### config.mk
export PLATFORM = sky130hd
export DESIGN_NAME = sdiv16x16_seq_flat
export DESIGN_NICKNAME = d
export VERILOG_FILES = /design/src/rtl/sdiv16x16_seq_if.sv /design/src/rtl/sdiv16x16_seq.sv /design/src/flat_wrapper.sv
export SDC_FILE = /design/constraint.sdc
export NUM_CORES = 1
export LEC_CHECK = 0
export CORE_MARGIN = 5
export CORE_UTILIZATION = 45
export CTS_CLUSTER_SIZE = 25
export DETAILED_ROUTE_END_ITERATION = 10
export GPL_ROUTABILITY_DRIVEN = 0
export GPL_TIMING_DRIVEN = 1
export PLACE_DENSITY = 0.7
export SKIP_CTS_REPAIR_TIMING = 1
export SLEW_MARGIN = 0
export SYNTH_ARGS = -nofsm -noshare
export SYNTH_HDL_FRONTEND = slang
export SYNTH_SLANG_ARGS = --single-unit
### constraint.sdc
create_clock -name clk -period 4.2 [get_ports clk]
set_input_delay 0.63 -clock clk [delete_from_list [all_inputs] [get_ports clk]]
set_output_delay 0.63 -clock clk [all_outputs]
set_load 0.005 [all_outputs]
### src/rtl/sdiv16x16_seq_if.sv
// Handshake and operand/result bundle for the sequential signed/unsigned divider.
// The master drives the request side; the slave (divider) drives busy and results.
interface sdiv16x16_seq_if #(
    parameter int WIDTH = 16
);
    logic                    iStart;
    logic signed [WIDTH-1:0] iNum;
    logic        [WIDTH-1:0] iDen;
    logic                    oBusy;
    logic                    oValid;
    logic signed [WIDTH-1:0] oQuot;
    logic signed [WIDTH-1:0] oRem;
    logic                    oDivZero;

    modport master (
        output iStart, iNum, iDen,
        input  oBusy, oValid, oQuot, oRem, oDivZero
    );

    modport slave (
        input  iStart, iNum, iDen,
        output oBusy, oValid, oQuot, oRem, oDivZero
    );
endinterface

### src/rtl/sdiv16x16_seq.sv
// Sequential restoring divider: signed numerator / unsigned divisor, one quotient bit
// per clock, truncating result with a remainder that carries the numerator's sign.
module sdiv16x16_seq #(
    parameter int WIDTH = 16
) (
    input  logic             clk,
    input  logic             rst,
    sdiv16x16_seq_if.slave   bus
);
    localparam int CNT_W = $clog2(WIDTH);

    typedef enum logic [1:0] {IDLE, RUN, DONE} state_t;

    state_t state, state_nxt;

    logic        [WIDTH-1:0] mag;
    logic        [WIDTH-1:0] den;
    logic        [WIDTH:0]   r;
    logic        [CNT_W-1:0] cnt;
    logic                    negN;
    logic                    dz;
    logic signed [WIDTH-1:0] numRaw;

    logic        [WIDTH:0]   r_sh;
    logic        [WIDTH:0]   r_sub;
    logic                    take;

    logic                    valid_q;
    logic                    dz_q;
    logic signed [WIDTH-1:0] quot_q;
    logic signed [WIDTH-1:0] rem_q;

    function automatic logic signed [WIDTH-1:0] apply_sign(input logic neg,
                                                           input logic [WIDTH-1:0] m);
        return neg ? -$signed(m) : $signed(m);
    endfunction

    // Divide-by-zero result saturates towards the numerator's sign.
    function automatic logic signed [WIDTH-1:0] sat_divzero(input logic neg);
        return neg ? $signed({1'b1, {(WIDTH-1){1'b0}}}) : $signed({1'b0, {(WIDTH-1){1'b1}}});
    endfunction

    // r[WIDTH] is always 0 once a step completes; folding it into take keeps the
    // classic shifted-out-MSB rule without relying on that invariant.
    assign r_sh  = {r[WIDTH-1:0], mag[WIDTH-1]};
    assign r_sub = r_sh - {1'b0, den};
    assign take  = r[WIDTH] | (r_sh >= {1'b0, den});

    always_ff @(posedge clk) begin
        if (rst) state <= IDLE;
        else     state <= state_nxt;
    end

    always_comb begin
        state_nxt = state;
        case (state)
            IDLE:    if (bus.iStart) state_nxt = (bus.iDen == '0) ? DONE : RUN;
            RUN:     if (cnt == '0)  state_nxt = DONE;
            DONE:    state_nxt = IDLE;
            default: state_nxt = IDLE;
        endcase
    end

    always_ff @(posedge clk) begin
        if (rst) begin
            mag     <= '0;
            den     <= '0;
            r       <= '0;
            cnt     <= '0;
            negN    <= 1'b0;
            dz      <= 1'b0;
            numRaw  <= '0;
            valid_q <= 1'b0;
            dz_q    <= 1'b0;
            quot_q  <= '0;
            rem_q   <= '0;
        end else begin
            valid_q <= 1'b0;
            case (state)
                IDLE: begin
                    if (bus.iStart) begin
                        // Unsigned magnitude: the most negative input maps to 2^(WIDTH-1).
                        mag    <= bus.iNum[WIDTH-1] ? $unsigned(-bus.iNum) : $unsigned(bus.iNum);
                        den    <= bus.iDen;
                        negN   <= bus.iNum[WIDTH-1];
                        numRaw <= bus.iNum;
                        r      <= '0;
                        dz     <= (bus.iDen == '0);
                        cnt    <= CNT_W'(WIDTH-1);
                    end
                end
                RUN: begin
                    r   <= take ? r_sub : r_sh;
                    mag <= {mag[WIDTH-2:0], take};
                    if (cnt != '0) cnt <= cnt - 1'b1;
                end
                DONE: begin
                    valid_q <= 1'b1;
                    dz_q    <= dz;
                    if (dz) begin
                        quot_q <= sat_divzero(negN);
                        rem_q  <= numRaw;
                    end else begin
                        quot_q <= apply_sign(negN, mag);
                        rem_q  <= apply_sign(negN, r[WIDTH-1:0]);
                    end
                end
                default: ;
            endcase
        end
    end

    assign bus.oBusy    = (state != IDLE);
    assign bus.oValid   = valid_q;
    assign bus.oQuot    = quot_q;
    assign bus.oRem     = rem_q;
    assign bus.oDivZero = dz_q;
endmodule
### src/flat_wrapper.sv
// flat-port wrapper written by rule: the top's interface ports become plain ports
module sdiv16x16_seq_flat 
#(
    parameter int WIDTH = 16
)
  (clk, rst, bus_iStart, bus_iNum, bus_iDen, bus_oBusy, bus_oValid, bus_oQuot, bus_oRem, bus_oDivZero);
  sdiv16x16_seq_if #(.WIDTH(WIDTH)) bus_i ();
  input  logic clk;
  input  logic rst;
  input wire logic [$bits(bus_i.iStart)-1:0] bus_iStart;
  input wire logic [$bits(bus_i.iNum)-1:0] bus_iNum;
  input wire logic [$bits(bus_i.iDen)-1:0] bus_iDen;
  output wire logic [$bits(bus_i.oBusy)-1:0] bus_oBusy;
  output wire logic [$bits(bus_i.oValid)-1:0] bus_oValid;
  output wire logic [$bits(bus_i.oQuot)-1:0] bus_oQuot;
  output wire logic [$bits(bus_i.oRem)-1:0] bus_oRem;
  output wire logic [$bits(bus_i.oDivZero)-1:0] bus_oDivZero;
  assign bus_i.iStart = bus_iStart;
  assign bus_i.iNum = bus_iNum;
  assign bus_i.iDen = bus_iDen;
  assign bus_oBusy = bus_i.oBusy;
  assign bus_oValid = bus_i.oValid;
  assign bus_oQuot = bus_i.oQuot;
  assign bus_oRem = bus_i.oRem;
  assign bus_oDivZero = bus_i.oDivZero;
  sdiv16x16_seq #(.WIDTH(WIDTH)) u_core (.clk(clk), .rst(rst), .bus(bus_i));
endmodule
### Met1 routing, run 1

Scale bar: 50 um.
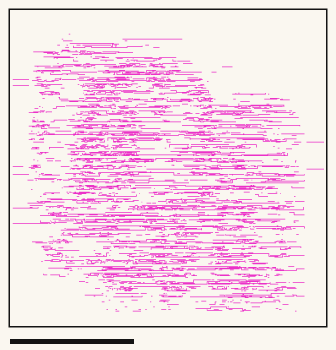
wire length on this layer: 7610 um
nets with wire on the layer: 815
Post-Route WL: 16700 um
via count: 5977
met1 usage: 28.6%

### Pin map, run 1

Scale bar: 50 um. Pins as bars across the die edge, other pins in gray.
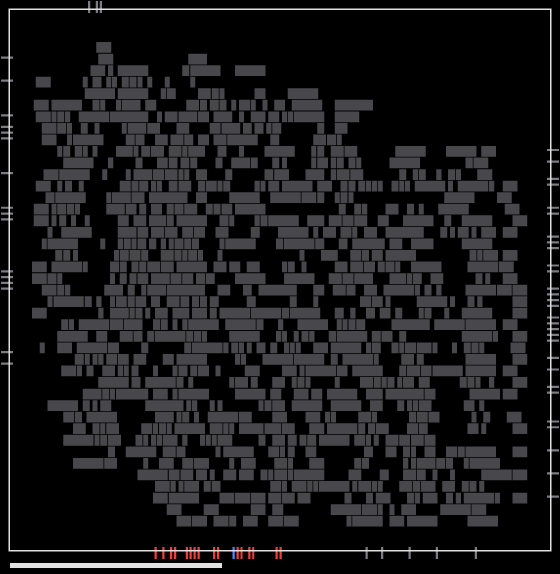
legend:
  `rst`:
    color: blue
    pins: 1
    direction: input
    edge: bottom
  `bus_iNum`:
    color: red
    pins: 16
    direction: input
    edge: bottom
port bufs: 69
Die H: 127 um

### Clock nets, run 1

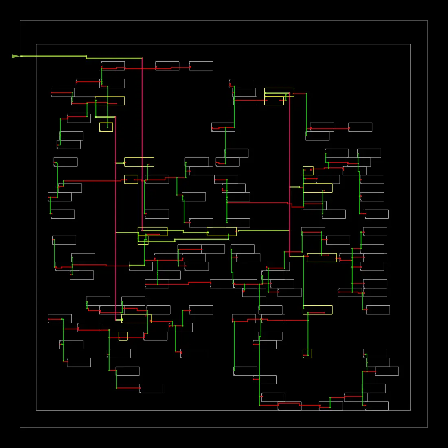
Clock buffer cells: 9
CTS Buf Count: 9

==> run_results.csv, run 1 <==
group,metric,value,unit
synth,synth_chip_area,0.00617,mm^2
final_timing,hold_slack,454,ps
final_timing,hold_viol,0,
finish,lay_top_count,"nand2_1",
synth,synthCells,790,
pwr,maxPowerGroup,"combinational cells",
synth,edf_count,0,
setup_path,arrival,3090,ps
finish,nNonClkBuffers,78,
grt,grt_max_degree,85,
clock_network,cts_max_path_buffers,2,
setup_path,rrSetupSlack,1350,ps
setup_path,worstPathRequired,4440,ps
pwr,p_leak,2.56,nW
clock_network,h-tree-depth,3,
synth,syn_avg_cell_area,7.82,um^2
setup_path,endpoint_kind,"register",
synth,synth_area,0.00617,mm^2
synth,yosysWarnings,0,
final_timing,setup_violations,0,
finish,num-multi-input-gates,598,
die,rows,42,
final_timing,fmax,0.350,GHz
routing,first_pass_iters,7,
pwr,power_switching,0.00210,W
pwr,pg_comb,0.00251,W
finish,antenna_cells,0,
place,post-dp-hpwl,12300,um
pwr,seqPwrFrac,28.2,%
routing,antenna_left,0,
grt,grt_usage,20.7,%
final_timing,setup_tns,0,ps
finish,clock_area_share,4.13,%
finish,dominant-cell-class,"logic gates",
finish,layout-drive-gt1-share,5.42,%
finish,nonClockInverterCount,33,
pwr,p_sw_share,45.0,%
grt,overflow,0,
setup_path,worstSetupPathType,"reg -> reg",
min_path,hp-start,"u_core.den[5]",
flow_run,drv_cap,0,
die,tap_cells,176,
pwr,power_frac_comb,53.8,%
routing,drtIter0Drc,626,
setup_path,crit_end,"u_core.r[0]",
synth,ys_seq_share,34.4,%
finish,layout_top_cells,"nand2_1 (143), dfxtp_1 (105), a21oi_1 (85)",
pwr,powerDensity,651,mW/mm^2
finish,nFillCells,1263,
setup_path,crit_buf_inv,0,
clock_network,clk_transition_reported_paths,70,ps
setup_path,critical_path_depth,7,
setup_path,slowest_stage,"o21ai_1",
grt,antenna_found_initial,0,
finish,post-route-util,53.8,%
die,die_x,127,um
grt,met3_usage,3.38,%
pwr,p_int,0.00257,W
finish,largest-register,"u_core.r",
grt,top_usage_layer,"met2",
routing,m1WireLength,7610,um
synth,ys_seq_elements,106,
finish,regArea,0.00212,mm^2
finish,largest_reg_flops,17,
setup_path,r2r_cells,7,
synth,yosysUniqueCellTypes,73,
finish,seq_share,29.6,%
grt,grt_pass1_vias,5533,
pwr,clkPwrFrac,18.0,%
min_path,hold_path_class,"reg -> reg",
final_timing,fin_crit,2850,ps
min_path,holdPathEnd,"u_core.den[5]",
pwr,total_power,0.00467,W
die,core-area,0.0133,mm^2
min_path,whs_path_depth,2,
die,chip_area,0.0162,mm^2
grt,grt_use_met2,32.0,%
synth,ys_cells,790,
synth,fp_nets,846,
setup_path,cpLargestDelayFamily,"AND-OR/OR-AND gates",
routing,dr_wl_met2,7570,um
die,io_pins,70,
finish,logic_area,0.00366,mm^2
setup_path,cp_cell_sequence,"ha_1 -> a21oi_1 -> o21ai_0 -> o21bai_1 -> o21ai_1 -> nand3_1 -> a32o_1",
setup_path,r2r-end,"u_core.r[0]",
final_timing,tightestPinTransition,1140,ps
die,initial_core_util,46.3,%
setup_path,slowest_delay,810,ps
setup_path,crit_fanout,15,
flow_run,warnings,26,
routing,top_layer_used,"met4",
finish,nFlopsAndLatches,106,
clock_network,worstSkewPairLatency,360,ps
grt,grt_pass1_wl,27500,um
setup_path,crit_path_start_kind,"register",
clock_network,cts.sinks,106,
finish,syn2layout_area_growth,16.3,%
routing,post_drt_wl_per_cell,16.6,um
clock_network,cts_tree,"yes",
synth,ys_dominant_reg_cell,"dfxtp_1",
final_timing,fin_skew,10.8,ps
routing,route.met3.wl,1170,um
clock_network,clock-root-buffer,"clkbuf_16",
pwr,p_clk,0.000839,W
synth,ys_async_sr_fraction,0,%
pwr,seq_power,0.00132,W
final_timing,fin_crit_sh,68.0,%
final_timing,rsz0062_at_grt,"no",
finish,fin_nets,882,
finish,comb_share,51.0,%
routing,drc,0,
pwr,ir_worst_vdd,423,uV
setup_path,cp-startpoint,"u_core.r[11]",
final_timing,maxSlewViolCount,0,
final_timing,max_slew_margin,24.0,%
routing,vias_per_cell,5.94,
setup_path,r2r_start,"u_core.r[11]",
finish,nonClkBufAreaFrac,10.5,%
status,status,"complete, no violations",
## run 1: cells by family (layout without fill, tap and decap cells)
| kind of cell | after synthesis | after routing | synth area share, % |
|---|---|---|---|
| compound gates | 242 | 242 | 26.5 |
| xor+xnor | 42 | 42 | 5.96 |
| fa+ha+maj | 21 | 21 | 4.38 |
| buf+inv | 86 | 127 | 6.44 |
| flops | 106 | 106 | 34.4 |
| mux | 5 | 5 | 0.851 |
| simple gates | 288 | 288 | 21.5 |
## run 1: cells in the mapped netlist, types with 3 or more instances
library cell / number / area share [%]
a211oi_1: 9 / 1.1
a21o_1: 6 / 0.73
a21oi_1: 85 / 6.9
a222oi_1: 13 / 2.1
a31oi_1: 8 / 0.81
a41oi_1: 4 / 0.57
and2_1: 5 / 0.51
and3_1: 9 / 0.91
buf_1: 5 / 0.30
clkbuf_1: 40 / 2.4
clkbuf_8: 4 / 0.89
dfxtp_1: 106 / 34
ha_1: 20 / 4.1
inv_1: 33 / 2.0
mux2i_1: 3 / 0.49
nand2_1: 143 / 8.7
nand2b_1: 10 / 1.0
nand3_1: 14 / 1.1
nand4_1: 10 / 1.0
nor2_1: 49 / 3.0
nor2b_1: 7 / 0.71
nor3_1: 15 / 1.2
nor4_1: 7 / 0.71
o2111ai_1: 4 / 0.57
o211ai_1: 20 / 2.4
o21a_1: 8 / 0.97
o21ai_0: 30 / 2.4
o221ai_1: 4 / 0.57
o311ai_0: 4 / 0.57
o31ai_1: 11 / 1.3
o41ai_1: 7 / 0.99
or4_1: 5 / 0.61
xnor2_1: 27 / 3.8
xor2_1: 15 / 2.1
## run 1: metrics by stage
stage,setup WS [ps],instance area (um^2),cells
floorplan,1840,6170,790
global placement,1290,6880,991
detailed placement,1270,6880,991
CTS,1390,7180,1007
global route,1170,7180,1007
finish,1350,7180,1007
### Sequential cells grouped by signal name, run 1

Scale bar: 50 um. Other sequential cells in the stronger gray, the rest of the logic in the fainter gray.
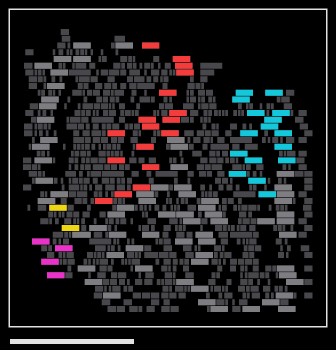

==> inputs of run 2 (changes only) <==
Clock period 4.2 ns to 2.8 ns, I/O delays scaled along.
### Sequential cells grouped by signal name, run 2

Scale bar: 50 um. Other sequential cells in the stronger gray, the rest of the logic in the fainter gray.
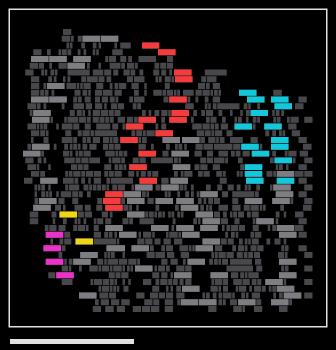
legend:
  `u_core.cnt`:
    color: magenta
    placed_flops: 4
    where: lower left
  `u_core.state`:
    color: yellow
    placed_flops: 2
  `u_core.bus.oRem`:
    color: cyan
    placed_flops: 16
    where: middle right
  `u_core.r`:
    color: red
    placed_flops: 17

==> run_results.csv, run 2 <==
group,metric,value,unit
setup_path,rrSetupSlack,320,ps
final_timing,fmax,0.404,GHz
final_timing,setup_tns,0,ps
grt,overflow,0,
synth,synthTopCellsByCount,"nand2_1 (143), dfxtp_1 (106), a21oi_1 (85)",
pwr,powerDensity,983,mW/mm^2
final_timing,fin_crit,2480,ps
setup_path,arrival,2730,ps
routing,routed_wl,16700,um
clock_network,cts_buffers,9,
synth,syn_avg_cell_area,7.82,um^2
routing,drc,0,
setup_path,slowest_delay,400,ps
final_timing,setup_violations,0,
finish,fin_cells,1021,
die,initial_core_util,46.3,%
place,dp_cells,1005,
pwr,p_leak,2.65,nW
grt,met3_usage,3.38,%
routing,m1WireLength,7640,um
finish,antenna_cells,0,
synth,ys_async_sr_fraction,0,%
final_timing,hold_viol,0,
synth,top_area_share,34.4,%
setup_path,r2r-end,"u_core.r[10]",
finish,fin_nets,896,
final_timing,tightestPinTransition,738,ps
min_path,whs_path_depth,2,
routing,route.met3.wl,1130,um
grt,antenna_found_initial,0,
finish,nFillCells,1275,
clock_network,h-tree-depth,3,
die,die_x,127,um
setup_path,crit_buf_inv,3,
clock_network,clk_transition_reported_paths,80,ps
clock_network,worstSkewPairLatency,360,ps
place,placed_area,0.00699,mm^2
setup_path,worstPathRequired,3060,ps
finish,regArea,0.00212,mm^2
die,die_y,127,um
finish,logic_area,0.00366,mm^2
setup_path,worstSetupPathType,"reg -> reg",
finish,largest_reg_flops,17,
min_path,hold_path_class,"reg -> reg",
clock_network,cts_max_path_buffers,2,
setup_path,r2r_cells,11,
finish,finish.instance_area,0.00731,mm^2
grt,grt_usage,20.7,%
flow_run,warnings,26,
grt,grt_use_met1,28.9,%
status,status,"complete, no violations",
synth,edf_count,0,
final_timing,rsz0062_at_grt,"no",
routing,top_layer_used,"met4",
place,post-dp-hpwl,12600,um
min_path,hp-start,"u_core.bus.oDivZero",
setup_path,r2r_start,"u_core.mag[15]",
synth,ys_seq_share,34.4,%
routing,vias_per_cell,5.81,
synth,fp_nets,846,
die,io_pins,70,
synth,ys_cells,790,
synth,yosysWarnings,0,
pwr,ir_worst_vdd,571,uV
min_path,holdPathEnd,"u_core.bus.oDivZero",
setup_path,critical_path_depth,11,
final_timing,max_slew_margin,50.8,%
place,port_buffers,69,
synth,ys_seq_elements,106,
synth,yosysUniqueCellTypes,73,
synth,ys_dominant_reg_cell,"dfxtp_1",
synth,synth_chip_area,0.00617,mm^2
grt,grt_use_met2,32.1,%
finish,lay_top_count,"nand2_1",
synth,synthCells,790,
die,rows,42,
synth,top_cell,"nand2_1",
routing,post_drt_wl_per_cell,16.3,um
pwr,total_power,0.00718,W
clock_network,cts.sinks,106,
final_timing,fin_crit_sh,88.4,%
setup_path,crit_path_start_kind,"register",
synth,top_area_cell,"dfxtp_1",
routing,antenna_left,0,
finish,layout_top_cells,"nand2_1 (143), dfxtp_1 (105), a21oi_1 (85)",
setup_path,slowest_stage,"fa_1",
synth,synth_area,0.00617,mm^2
grt,top_usage_layer,"met2",
routing,drtIter0Drc,713,
setup_path,cp_cell_sequence,"inv_1 -> ha_1 -> inv_1 -> fa_1 -> a21o_1 -> a221oi_1 -> buf_4 -> a21oi_1 -> a21oi_1 -> xor2_1 -> o311ai_0",
setup_path,endpoint_kind,"register",
final_timing,maxSlewViolCount,0,
die,core-area,0.0133,mm^2
setup_path,cpLargestDelayFamily,"AND-OR/OR-AND gates",
grt,grt_pass1_vias,5604,
routing,vias,5927,
flow_run,drv_cap,0,
finish,post-route-util,54.8,%
finish,layout-drive-gt1-share,6.98,%
finish,largest-register,"u_core.r",
die,chip_area,0.0162,mm^2
routing,first_pass_iters,6,
finish,syn2layout_area_growth,18.4,%
setup_path,crit_fanout,4,
synth,top_cells_by_area,"dfxtp_1 (34%), nand2_1 (8.7%), a21oi_1 (6.9%), ha_1 (4.1%), xnor2_1 (3.8%)",
routing,dr_wl_met2,7430,um
grt,grt_max_degree,61,
final_timing,fin_skew,6.23,ps
clock_network,cts_tree,"yes",
clock_network,clock-root-buffer,"clkbuf_16",
grt,grt_pass1_wl,27700,um
### Pin map, run 2

Scale bar: 50 um. Pins as bars across the die edge, other pins in gray.
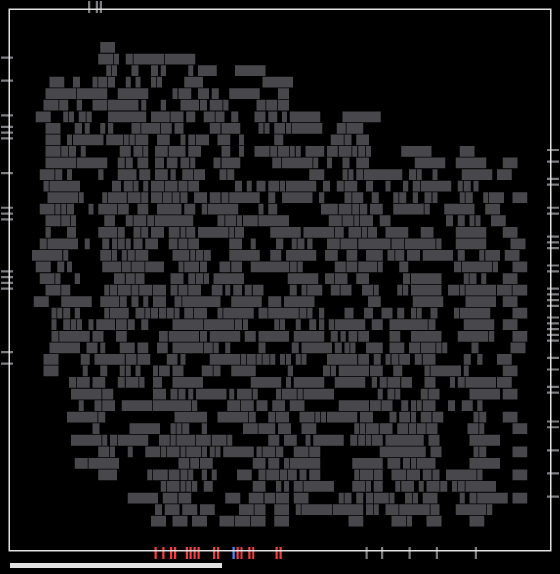
legend:
  `bus_iNum`:
    color: red
    pins: 16
    direction: input
    edge: bottom
  `rst`:
    color: blue
    pins: 1
    direction: input
    edge: bottom
all pins by edge: 29 right, 22 bottom, 16 left, 3 top

-- run 2: power breakdown --
part	internal, W	total, W	switching (W)
combinational	0.00165	0.00390	0.00225
clock	0.000722	0.00136	0.000634
sequential	0.00168	0.00193	0.000246
-- run 2: kinds of logic after synthesis --
kind of cell | Yosys count | share of synthesized area [%]
AND-OR/OR-AND | 242 | 26.5
multiplexers | 5 | 0.851
flip-flops | 106 | 34.4
adder cells (fa/ha/maj) | 21 | 4.38
XOR/XNOR | 42 | 5.96
buffers and inverters | 86 | 6.44
AND/OR/NAND/NOR | 288 | 21.5
-- run 2: area by class of cell --
class	count	share of cell area, %
inverter	33	1.69
timing repair buffer	92	11.7
clock buffer	9	3.08
multi-input combinational	598	50.1
sequential	106	29.1
tap	176	3.01
clock inverter	7	1.30
-- run 2: per-stage QoR --
stage	setup slack (ps)	hold WS, ps
2_1_floorplan	441	427
3_3_place_gp	117	439
3_5_place_dp	95.6	446
4_1_cts	311	457
5_1_grt	123	469
6_report	325	456
-- run 2: how the worst max path moves through the flow --
stage	startpoint	to	slack [ps]
floorplan	u_core.mag[15]	u_core.r[10]	440
global placement	bus_iNum[8]	u_core.mag[13]	120
detailed placement	bus_iNum[8]	u_core.mag[14]	100
CTS	u_core.mag[15]	u_core.r[14]	310
global route	u_core.mag[15]	u_core.r[14]	120
finish	u_core.mag[15]	u_core.r[10]	320
-- run 2: worst min-delay path, delay by kind of cell, from the launching register on --
| kind | cells | cell delay [ps] |
|---|---|---|
| AND-OR/OR-AND | 1 | 50 |
| flip-flops | 1 | 310 |
| AND/OR/NAND/NOR | 1 | 50 |
Power is estimated from default activity; no workload was simulated.
